**config.mk**
```make
export PLATFORM = sky130hd
export DESIGN_NAME = wb_stage
export DESIGN_NICKNAME = d
export VERILOG_FILES = /design/src/rtl/wb_stage.sv
export SDC_FILE = /design/constraint.sdc
export NUM_CORES = 1
export LEC_CHECK = 0
export ABC_AREA = 0
export CAP_MARGIN = 5
export CORE_UTILIZATION = 56
export CTS_BUF_LIST = sky130_fd_sc_hd__clkbuf_8
export DETAILED_ROUTE_END_ITERATION = 16
export GPL_TIMING_DRIVEN = 0
export PLACE_DENSITY = 0.9
export RECOVER_POWER = 100
export SYNTH_ARGS = -nofsm -noshare
export SYNTH_HDL_FRONTEND = slang
export SYNTH_SLANG_ARGS = --single-unit
```
**constraint.sdc**
```tcl
create_clock -name Clock -period 5.5 [get_ports Clock]
set_input_delay 1.65 -clock Clock [delete_from_list [all_inputs] [get_ports Clock]]
set_output_delay 1.65 -clock Clock [all_outputs]
set_load 0.01 [all_outputs]
```
**src/rtl/wb_stage.sv**
```systemverilog
// wb_stage: MEM/WB pipeline register, load formatting, result select and
// arbitration of the single register-file write port against a late-result FIFO.
// Ports: Clock/Reset (async, active-low), Stall/Flush control the stage register,
//   MEM_* carry the instruction from MEM, Late_* offer multi-cycle results
//   (Late_Ready = FIFO not full), RegWrite/WriteAddress/WriteData drive the RF,
//   RetireCount counts committed writes.
// Optional: define WB_RETIRE_CNT_EN to build the RetireCount counter;
//   otherwise RetireCount is tied to 0.
module wb_stage #(
   parameter int DATA_W = 32,
   parameter int ADDR_W = 5,
   parameter int QDEPTH = 2
) (
   input  logic              Clock,
   input  logic              Reset,
   input  logic              Stall,
   input  logic              Flush,
   input  logic              MEM_RegWrite,
   input  logic [1:0]        MEM_MemToReg,
   input  logic [1:0]        MEM_ByteSel,
   input  logic [ADDR_W-1:0] MEM_WriteAddress,
   input  logic [DATA_W-1:0] MEM_ALUResult,
   input  logic [DATA_W-1:0] MEM_ReadData,
   input  logic [DATA_W-1:0] MEM_PCPlus8,
   input  logic              Late_Valid,
   input  logic [ADDR_W-1:0] Late_Address,
   input  logic [DATA_W-1:0] Late_Data,
   output logic              Late_Ready,
   output logic              RegWrite,
   output logic [ADDR_W-1:0] WriteAddress,
   output logic [DATA_W-1:0] WriteData,
   output logic [31:0]       RetireCount
);

   localparam int PW = $clog2(QDEPTH);
   localparam logic [PW-1:0] PTR_ONE = 1;
   localparam logic [PW:0] CNT_ONE = 1;
   localparam logic [PW:0] CNT_FULL = QDEPTH[PW:0];

   logic              stRegWrite;
   logic [1:0]        stMemToReg;
   logic [1:0]        stByteSel;
   logic [ADDR_W-1:0] stAddr;
   logic [DATA_W-1:0] stAlu;
   logic [DATA_W-1:0] stRead;
   logic [DATA_W-1:0] stPc8;
   logic              done;

   logic [ADDR_W-1:0] qAddr [QDEPTH];
   logic [DATA_W-1:0] qData [QDEPTH];
   logic [PW-1:0]     wrPtr;
   logic [PW-1:0]     rdPtr;
   logic [PW:0]       count;

   logic              pipeReq;
   logic              push;
   logic              pop;
   logic [7:0]        byteVal;
   logic [15:0]       halfVal;
   logic [DATA_W-1:0] loadVal;
   logic [DATA_W-1:0] stResult;

   // Big-endian lanes: lane 0 is the most significant byte.
   always_comb begin
      byteVal = '0;
      unique case (stAlu[1:0])
         2'b00: byteVal = stRead[DATA_W-1 -: 8];
         2'b01: byteVal = stRead[DATA_W-9 -: 8];
         2'b10: byteVal = stRead[DATA_W-17 -: 8];
         2'b11: byteVal = stRead[DATA_W-25 -: 8];
      endcase
   end

   // Misaligned halfwords ignore address bit 0.
   assign halfVal = stAlu[1] ? stRead[DATA_W-17 -: 16]
                             : stRead[DATA_W-1 -: 16];

   always_comb begin
      loadVal = stRead;
      unique case (stByteSel)
         2'b00: loadVal = stRead;
         2'b01: loadVal = {{(DATA_W-16){halfVal[15]}}, halfVal};
         2'b10: loadVal = {{(DATA_W-8){byteVal[7]}}, byteVal};
         2'b11: loadVal = {{(DATA_W-8){1'b0}}, byteVal};
      endcase
   end

   always_comb begin
      stResult = stAlu;
      unique case (stMemToReg)
         2'b01:   stResult = loadVal;
         2'b10:   stResult = stPc8;
         default: stResult = stAlu;
      endcase
   end

   // done keeps a stalled instruction from writing more than once.
   assign pipeReq = stRegWrite & ~done & (stAddr != '0);
   assign Late_Ready = (count != CNT_FULL);
   assign push = Late_Valid & Late_Ready;

   // Pipeline always wins; a late entry to r0 is drained silently.
   always_comb begin
      RegWrite = 1'b0;
      WriteAddress = '0;
      WriteData = '0;
      pop = 1'b0;
      if (pipeReq) begin
         RegWrite = 1'b1;
         WriteAddress = stAddr;
         WriteData = stResult;
      end else if (count != '0) begin
         pop = 1'b1;
         if (qAddr[rdPtr] != '0) begin
            RegWrite = 1'b1;
            WriteAddress = qAddr[rdPtr];
            WriteData = qData[rdPtr];
         end
      end
   end

   always_ff @(posedge Clock or negedge Reset) begin
      if (!Reset) begin
         stRegWrite <= 1'b0;
         stMemToReg <= '0;
         stByteSel <= '0;
         stAddr <= '0;
         stAlu <= '0;
         stRead <= '0;
         stPc8 <= '0;
         done <= 1'b0;
      end else if (Flush) begin
         stRegWrite <= 1'b0;
         stMemToReg <= '0;
         stByteSel <= '0;
         stAddr <= '0;
         stAlu <= '0;
         stRead <= '0;
         stPc8 <= '0;
         done <= 1'b0;
      end else if (Stall) begin
         done <= done | pipeReq;
      end else begin
         stRegWrite <= MEM_RegWrite;
         stMemToReg <= MEM_MemToReg;
         stByteSel <= MEM_ByteSel;
         stAddr <= MEM_WriteAddress;
         stAlu <= MEM_ALUResult;
         stRead <= MEM_ReadData;
         stPc8 <= MEM_PCPlus8;
         done <= 1'b0;
      end
   end

   always_ff @(posedge Clock) begin
      if (push) begin
         qAddr[wrPtr] <= Late_Address;
         qData[wrPtr] <= Late_Data;
      end
   end

   always_ff @(posedge Clock or negedge Reset) begin
      if (!Reset) begin
         wrPtr <= '0;
         rdPtr <= '0;
         count <= '0;
      end else begin
         if (push) wrPtr <= wrPtr + PTR_ONE;
         if (pop) rdPtr <= rdPtr + PTR_ONE;
         unique case ({push, pop})
            2'b10:   count <= count + CNT_ONE;
            2'b01:   count <= count - CNT_ONE;
            default: count <= count;
         endcase
      end
   end

`ifdef WB_RETIRE_CNT_EN
   logic [31:0] retireCnt;

   always_ff @(posedge Clock or negedge Reset) begin
      if (!Reset) retireCnt <= '0;
      else if (RegWrite) retireCnt <= retireCnt + 32'd1;
   end

   assign RetireCount = retireCnt;
`else
   assign RetireCount = '0;
`endif

endmodule

```
### Clock wires, drivers and flops

Drawn at 3 px/um.
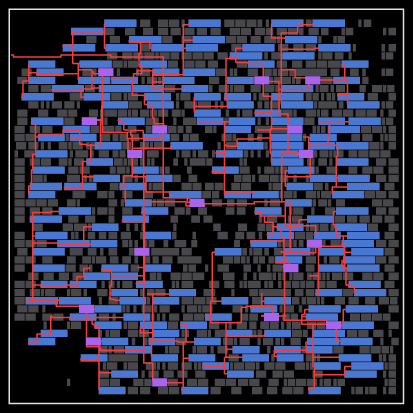
- purple: clock drivers (count 17)
- red: clock wires (length 2030 um)
- blue: flip-flops (count 185)
- routed clock nets: 18
- flops lie: all over the die

### Local utilization

Drawn at 3 px/um. The die is cut into 13 by 13 equal tiles; dark blue is low, red is high, 0 to 100% covered.
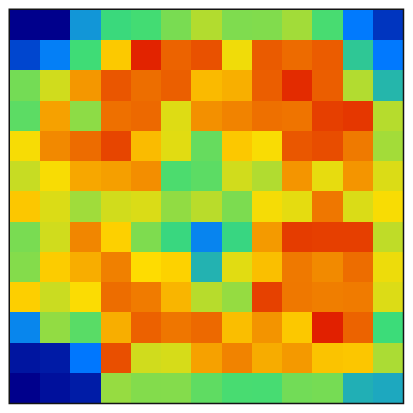
- mean over tiles: 68%
- nearly empty tiles: 1.8%
- fullest tile: 96%
- tiles over 75% full: 46%

==> impl_metrics.toml <==
# synthesis and place-and-route metrics
[logic_synthesis]
simple_gate_area_share_pct = 8.389
ys_ff = 185
synthTopCellsByCount = "160 x mux2i_1, 113 x nor2_1, 111 x dfrtp_1"
yosys_warnings = 0
syn_inst = 788
synth_top_flop_cell = "dfrtp_1"
ys_top_logic_family = "multiplexers"
ys_area_um2 = 9306
ys_sh_adder_pct = 0.4033
ys_seq_share_pct = 53.72
avgSynthCellArea_um2 = 11.81
synth_area_um2 = 9306
ys_cells = 788
ys_top_cells_by_area = "dfrtp_1 30%, edfxtp_1 24%, mux2i_1 17%"
edf_count = 74
async_flop_share_pct = 60.00
yosysTopAreaCellShare_pct = 29.85
ys_sh_xor_pct = 0.4706
yosysMostFrequentCell = "mux2i_1"

[sta]
rsz0062_at_grt = "no"
setup_violations = 0
period_minus_slack_ns = 5.175
report.final.slew_viol_count = 114
fin_crit_sh_pct = 94.09
max_freq_mhz = 193.2
maxSlewHeadroom_pct = -97.93
hold_violations = 0
fin_worst_skew_ns = 0.006778
worstMarginPinSlew_ns = 2.969

[route]
drt-initial-drc-count = 723
routed_wl_um = 26710
vias_per_cell = 5.845
num_vias = 7324
met3_length_um = 2076
drc = 0
top_layer = "met5"
m1WireLength_um = 10790
drt-pass1-iter-count = 5
wl_per_cell_um = 21.32
wl_met2_um = 13010
antenna_left = 0

[layout]
layout.nets = 1175
lay_top_cells = "160 x mux2i_1, 113 x nor2_1, 111 x dfrtp_1"
postLayoutCoreUtil_pct = 74.37
fin_cells = 1253
postLayoutCellArea_um2 = 11940
drive_gt1_share_pct = 10.22
syn_to_final_growth_pct = 28.33
antennaDiodeCount = 0
lay_top_count = "mux2i_1"

[clocking]
clkLatencyLatePin_ns = 0.48
hold_buffers = 0
cts_root_buf = "clkbuf_8"
cts_setup_buffers = 0
cts_buffer_depth = 2
numClockSinks = 185
cts_buffers = 17
path_clk_slew_ns = 0.10
htreeDepth = 4
cts_tree = "done"
cts_resized = 0

[floorplanning]
die_area_um2 = 17140
die_h_um = 130.9
fp.dieW_um = 130.9
rows = 46
ios = 219
fp_util_pct = 57.96

[power_and_ir_drop]
combinationalPower_mw = 1.42
p_clk_share_pct = 22.7
p_seq_share_pct = 42.7
vdd_drop_max_mv = 0.2237
power_sequential_mw = 1.75
pg_clk_mw = 0.928
power_frac_comb_pct = 34.7
power_mw = 4.097
power.density_nw_per_um2 = 343.1
p_sw_share_pct = 32.89
p_leak_nw = 5.290
p_switching_mw = 1.348

[critical_path]
crit_cells = 8
reg2reg_from = "count[0]"
crit_type = "flip-flop to output pin"
cpLargestDelayFamily = "buffers and inverters"
arrival_ns = 3.53
crit_start = "stMemToReg[0]"
crit_end = "WriteData[7]"
cpMostUsedCell = "clkbuf_1"
critPathBufInv = 5
rr_worst_depth = 4
cpMaxStageDelayCell = "dlygate4sd3_1"
crit_fanout = 10
r2r_end = "qData[0][19]"
reg2reg_slack_ns = 2.25
max_stage_delay_ns = 0.67
worstSetupStartpointType = "flip-flop"
path_cells = "inv_1 > ha_1 > clkbuf_1 > clkbuf_1 > clkbuf_1 > a211oi_1 > o32ai_1 > dlygate4sd3_1"
worst_ep_required_time_ns = 3.85

[global_route]
grt_pass1_vias = 7486
grt_busiest_layer = "met2"
grt.total_usage_pct = 32.57
met1_usage_pct = 42.04
grt_pass1_wl_um = 40590
gr-usage-met3_pct = 5.619
grt_max_degree = 61
antenna_found_initial = 1
gr-total-overflow = 0
use_met2_pct = 54.37

[placement]
place_area_um2 = 11590
dp.final_hpwl_um = 19940
placed_cells = 1221
numPortBuffers = 184
detailedPlace.worstSlack_ns = 0.9562
gp_congestion = 0.9107

[min_path]
holdPathEnd = "wrPtr"
holdCritPathClass = "flip-flop to flip-flop"
min_from = "wrPtr"
whs_path_depth = 1

[job]
warnings = 27
cap_violations = 3

[status]
status = "finished, violations left"
violations = "max-capacitance violations, max-slew violations"
### Wires at chosen ports, followed through buffers

Drawn at 2 px/um.
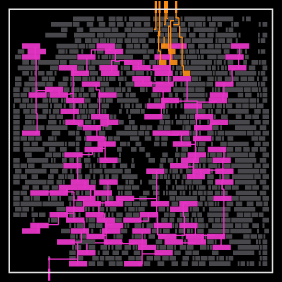
- orange: MEM_WriteAddress (bits 5; direction input; edge top; end cells 5; buffers 5; wire 132 um)
- magenta: Reset (bits 1; direction input; edge bottom; end cells 111; buffers 2; wire 821 um)

## final cells by class
class	count	area (um2)
Sequential cell	185	5000
Fill cell	1114	4115
Multi-Input combinational cell	521	3822
Timing Repair Buffer	186	1867
Buffer	93	514.2
Tap cell	216	270.3
Clock buffer	17	234.0
Clock inverter	15	160.2
Inverter	20	75.07
## sequential cells by signal, summed over array words and instances (netlist names)
register and flops:
count 2, done 1, qAddr 10, qData 64
rdPtr 1, stAddr 5, stAlu 32, stByteSel 2
stMemToReg 2, stPc8 32, stRead 32, stRegWrite 1
wrPtr 1
## logic make-up after synthesis
group	after synthesis
muxes	169
buffers and inverters	113
and+or+nand+nor	181
DFF	185
other	1
xor gates and xnor gates	5
AOI/OAI and AO/OA	131
adders and majority gates	3
